$ cat config.mk
export PLATFORM = sky130hd
export DESIGN_NAME = aurora_tx_arbiter
export DESIGN_NICKNAME = d
export VERILOG_FILES = /design/src/rtl/aurora_tx_arbiter.sv
export SDC_FILE = /design/constraint.sdc
export NUM_CORES = 1
export LEC_CHECK = 0
export CAP_MARGIN = 30
export CORE_ASPECT_RATIO = 1.75
export CORE_MARGIN = 5
export CORE_UTILIZATION = 50
export CTS_BUF_LIST = sky130_fd_sc_hd__clkbuf_4 sky130_fd_sc_hd__clkbuf_8
export CTS_CLUSTER_DIAMETER = 100
export DETAILED_ROUTE_END_ITERATION = 12
export MAX_ROUTING_LAYER = met4
export PLACE_DENSITY = 0.85
export REMOVE_ABC_BUFFERS = 1
export SETUP_SLACK_MARGIN = 0.2
export SLEW_MARGIN = 30
export SYNTH_ARGS = -nofsm -noshare
export SYNTH_HDL_FRONTEND = slang
export SYNTH_SLANG_ARGS = --single-unit
$ cat constraint.sdc
create_clock -name clk -period 5.9 [get_ports clk]
set_clock_uncertainty 0.05 [all_clocks]
set_input_delay 1.18 -clock clk [delete_from_list [all_inputs] [get_ports clk]]
set_output_delay 1.18 -clock clk [all_outputs]
set_load 0.005 [all_outputs]
$ cat src/rtl/aurora_tx_arbiter.sv
// ---------------------------------------------------------------------------
// aurora_tx_arbiter
//
// Packet-level round-robin arbiter driving the 2-bit source select of the
// 4-channel Aurora TX AXI-Stream mux. A channel keeps its grant until its
// tlast beat is accepted, so packets are never interleaved on the link.
// After every packet (or watchdog release) the arbiter idles for GAP_CYCLES
// before scanning again. A watchdog frees a grant whose source stops
// delivering beats mid-packet. Per-channel counters track completed packets.
//
// Ports:
//   clk            in   system clock
//   rstn           in   asynchronous active-low reset
//   ch_en          in   per-channel arbitration enable
//   axis_s_tvalid  in   source tvalid, channel i = bit i
//   axis_s_tlast   in   source tlast, channel i = bit i
//   axis_m_tready  in   tready at the mux output
//   axis_s_sel     out  registered select to the mux
//   grant_active   out  high while a channel holds the grant
//   timeout_err    out  one-cycle pulse when the watchdog releases a grant
//   timeout_ch     out  channel released by the last watchdog event
//   pkt_cnt        out  completed-packet counts, channel i at [i*CNTW +: CNTW]
// ---------------------------------------------------------------------------
module aurora_tx_arbiter #(
  parameter int unsigned ETHCOUNT   = 4,
  parameter int unsigned GAP_CYCLES = 1,
  parameter int unsigned TIMEOUT    = 1024,
  parameter int unsigned CNTW       = 16
) (
  input  logic                     clk,
  input  logic                     rstn,
  input  logic [ETHCOUNT-1:0]      ch_en,
  input  logic [ETHCOUNT-1:0]      axis_s_tvalid,
  input  logic [ETHCOUNT-1:0]      axis_s_tlast,
  input  logic                     axis_m_tready,
  output logic [1:0]               axis_s_sel,
  output logic                     grant_active,
  output logic                     timeout_err,
  output logic [1:0]               timeout_ch,
  output logic [ETHCOUNT*CNTW-1:0] pkt_cnt
);

  localparam int unsigned SELW   = 2;
  localparam int unsigned GAPW   = 4;
  localparam int unsigned STALLW = $clog2(TIMEOUT) + 1;

  localparam logic [GAPW-1:0]   GAP_LAST   = GAPW'((GAP_CYCLES > 0) ? GAP_CYCLES - 1 : 0);
  localparam logic [STALLW-1:0] STALL_LAST = STALLW'((TIMEOUT > 0) ? TIMEOUT - 1 : 0);
  localparam logic [STALLW-1:0] STALL_MAX  = {STALLW{1'b1}};
  localparam logic              WDOG_EN    = (TIMEOUT > 0);

  typedef enum logic [1:0] {
    S_IDLE  = 2'd0,
    S_GRANT = 2'd1,
    S_GAP   = 2'd2
  } state_t;

  // State entered after a packet ends; the gap phase is skipped when it is empty.
  localparam state_t S_DONE = (GAP_CYCLES > 0) ? S_GAP : S_IDLE;

  state_t                        r_state;
  logic [SELW-1:0]               r_sel;
  logic [SELW-1:0]               r_last_ch;
  logic [SELW-1:0]               r_timeout_ch;
  logic                          r_grant_active;
  logic                          r_timeout_err;
  logic [GAPW-1:0]               r_gap_cnt;
  logic [STALLW-1:0]             r_stall_cnt;
  logic [ETHCOUNT-1:0][CNTW-1:0] r_pkt_cnt;

  logic [ETHCOUNT-1:0] w_req;
  logic [SELW-1:0]     w_scan_idx;
  logic [SELW-1:0]     w_winner;
  logic                w_any_req;
  logic                w_beat;
  logic                w_last_beat;
  logic                w_expire;

  assign w_req       = axis_s_tvalid & ch_en;
  assign w_beat      = axis_s_tvalid[r_sel] & axis_m_tready;
  assign w_last_beat = w_beat & axis_s_tlast[r_sel];
  // Watchdog fires on the TIMEOUT-th consecutive beat-less cycle of a grant.
  assign w_expire    = WDOG_EN & ~w_beat & (r_stall_cnt == STALL_LAST);

  // Round-robin scan starting just after the last served channel. Walking the
  // offsets from farthest to nearest lets the nearest requester win; offset 4
  // is the last served channel itself, which therefore has lowest priority.
  always_comb begin
    w_scan_idx = '0;
    w_winner   = r_sel;
    w_any_req  = 1'b0;
    for (int k = int'(ETHCOUNT); k >= 1; k--) begin
      w_scan_idx = r_last_ch + SELW'(k);
      if (w_req[w_scan_idx]) begin
        w_winner  = w_scan_idx;
        w_any_req = 1'b1;
      end
    end
  end

  // Arbitration state machine with registered outputs.
  always_ff @(posedge clk or negedge rstn) begin
    if (!rstn) begin
      r_state        <= S_IDLE;
      r_sel          <= '0;
      r_last_ch      <= SELW'(3);
      r_grant_active <= 1'b0;
      r_timeout_err  <= 1'b0;
      r_timeout_ch   <= '0;
      r_gap_cnt      <= '0;
      r_stall_cnt    <= '0;
      r_pkt_cnt      <= '0;
    end else begin
      r_timeout_err <= 1'b0;
      unique case (r_state)
        S_IDLE: begin
          if (w_any_req) begin
            r_sel          <= w_winner;
            r_stall_cnt    <= '0;
            r_grant_active <= 1'b1;
            r_state        <= S_GRANT;
          end
        end

        S_GRANT: begin
          // A tlast beat wins over a simultaneous watchdog expiry.
          if (w_last_beat) begin
            r_pkt_cnt[r_sel] <= r_pkt_cnt[r_sel] + CNTW'(1);
            r_last_ch        <= r_sel;
            r_gap_cnt        <= '0;
            r_grant_active   <= 1'b0;
            r_state          <= S_DONE;
          end else if (w_beat) begin
            r_stall_cnt <= '0;
          end else if (w_expire) begin
            r_timeout_err  <= 1'b1;
            r_timeout_ch   <= r_sel;
            r_last_ch      <= r_sel;
            r_gap_cnt      <= '0;
            r_grant_active <= 1'b0;
            r_state        <= S_DONE;
          end else if (r_stall_cnt != STALL_MAX) begin
            r_stall_cnt <= r_stall_cnt + STALLW'(1);
          end
        end

        S_GAP: begin
          r_gap_cnt <= r_gap_cnt + GAPW'(1);
          if (r_gap_cnt == GAP_LAST) begin
            r_state <= S_IDLE;
          end
        end

        default: begin
          r_state        <= S_IDLE;
          r_grant_active <= 1'b0;
        end
      endcase
    end
  end

  assign axis_s_sel   = r_sel;
  assign grant_active = r_grant_active;
  assign timeout_err  = r_timeout_err;
  assign timeout_ch   = r_timeout_ch;
  assign pkt_cnt      = r_pkt_cnt;

endmodule

ff_map.png
Other sequential cells in the stronger gray, the rest of the logic in the fainter gray.
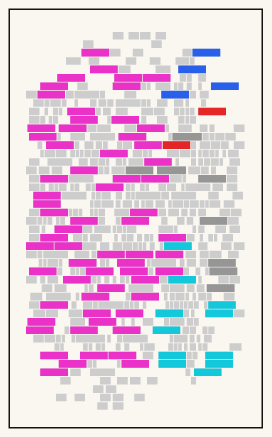
- magenta: `pkt_cnt` (sequential cells 64)
- red: `r_state` (sequential cells 2)
- blue: `r_gap_cnt` (sequential cells 4; where top right)
- cyan: `r_stall_cnt` (sequential cells 11)

==> out/metrics.yaml <==
synthesis:
  post_synthesis_instance_area_sq_um: 4450
  post_synth_ao_oa_area_fraction_pct: 14.2
  syn_inst: 427
  synth_adder_area_share_pct: 1.12
  syn_area_per_cell_sq_um: 10.4
  synthDistinctLibCells: 58
  synth-cells-yosys: 427
  synth_flop_count: 89
  ys_dominant_reg_cell: "sky130_fd_sc_hd__dfrtp_1"
  edf_count: 0
  ys_sh_simple_pct: 16.6
  yosysTopAreaCell: "sky130_fd_sc_hd__dfrtp_1"
  logic_family: "simple AND/OR/NAND/NOR gates"
  synth_sequential_area_ratio_pct: 50.1
clock_tree:
  root_buffer: "sky130_fd_sc_hd__clkbuf_8"
  clock_path_buffers: 2
  clock-sinks: 89
  postCtsSetupRepairBufs: 0
  cts_repair_resize_count: 0
  cts_inserted_buffers: 9
  holdBufCountCts: 0
place:
  io_buffers: 84
  placedInstanceArea_sq_um: 5390
  gpl_wtd_cong: 0.905
  place_inst: 614
cells_and_area:
  non_clock_inverter_count: 9
  num-multi-input-gates: 310
  layout.sequential_cells: 89
  register_share_of_the_cell_area_pct: 40.0
  clock_tree_area_fraction_pct: 3.12
  final_net_count: 528
  nClkBuffers: 12
  areaGrowthSynthToFinish_pct: 25.2
  layout.filler_cells: 708
  area_dominant_class: "sequential cells"
  sh_comb_area_pct: 37.7
  buffers_excl_clock: 90
  diodes: 0
sta:
  setup_total_negative_slack_ns: 0
  max_freq_mhz: 306
  worst_slew_pin_slew_ns: 0.795
  hold_viol: 0
  setup-violations-final: 0
  unrepaired_setup_endpoints_after_global_routing: "false"
  relSlewSlack_pct: 47.0
  finalClockPeriodUsage_pct: 55.3
drt:
  maxUsedRoutingLayer: "met4"
  drt_iter0_markers: 259
  drc_errors: 0
  wl_microns: 11700
  total_number_of_vias: 3802
  drt_pass1_iterations: 5
global_routing:
  globalRouteMet3Util_pct: 4.94
  grt_overflow_total: 0
  grt_busiest_layer: "met2"
  grtUsageTotal_pct: 23.9
  first_global_vias: 3968
floorplan:
  die_x_microns: 81.3
  num_tap_cells: 117
  full_die_area_sq_um: 11000
  die-height_microns: 135
worst_setup_path:
  path_depth: 2
  timing.critical_path.from: "axis_s_sel[1]$_DFFE_PN0P_"
  critPathBufInv: 2
  setup.worst_path.end_class: "primary output"
  end_point_of_the_critical_path: "axis_s_sel[1]"
  endpoint_of_the_lowest_slack_register_to_register_path: "r_stall_cnt[2]$_DFFE_PN0P_"
  crit_path_top_delay_cell: "sky130_fd_sc_hd__dfrtp_1"
  rr_startpoint: "axis_s_sel[0]$_DFFE_PN0P_"
  cp-start-kind: "register"
  cp_cell_sequence: "buf_4 > clkdlybuf4s50_1"
status:
  status: "completed"
power:
  vdd_ir_drop_max_v: 0.000313
run:
  warning_count: 26
route_heat.png
The die is cut into 16 by 27 equal tiles; black is low, pale yellow is high, scaled to the fullest tile. Values are wire area over tile area, all layers added.
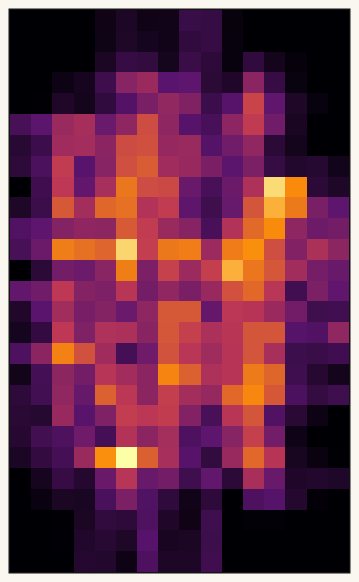
- tiles over half the peak: 16%
- fullest tile: 0.65
- nearly empty tiles: 17%
- densest ninth of the die: middle
- mean over tiles: 0.17

[cells in the mapped netlist, drive strengths merged, types with 3 or more instances]
| master | count |
|---|---|
| dfrtp | 87 |
| nand2 | 49 |
| o21ai | 43 |
| nor2 | 41 |
| a21oi | 40 |
| mux4 | 17 |
| nand3 | 16 |
| clkbuf | 14 |
| mux2 | 12 |
| nand4 | 10 |
| inv | 9 |
| xnor2 | 9 |
| nor3 | 8 |
| nor4 | 6 |
| buf | 5 |
| o31ai | 5 |
| xor2 | 5 |
| ha | 4 |
| nand2b | 4 |
| o211ai | 4 |
| a211oi | 3 |
| and3 | 3 |
| mux2i | 3 |
[where the power goes]
part	total (mW)	switching (mW)	internal, mW
Clock	0.384	0.208	0.176
Combinational	1.28	0.616	0.663
Sequential	1.05	0.230	0.818
Total	2.71	1.05	1.66
No activity file was given, so power comes from the tool's default toggle rates.
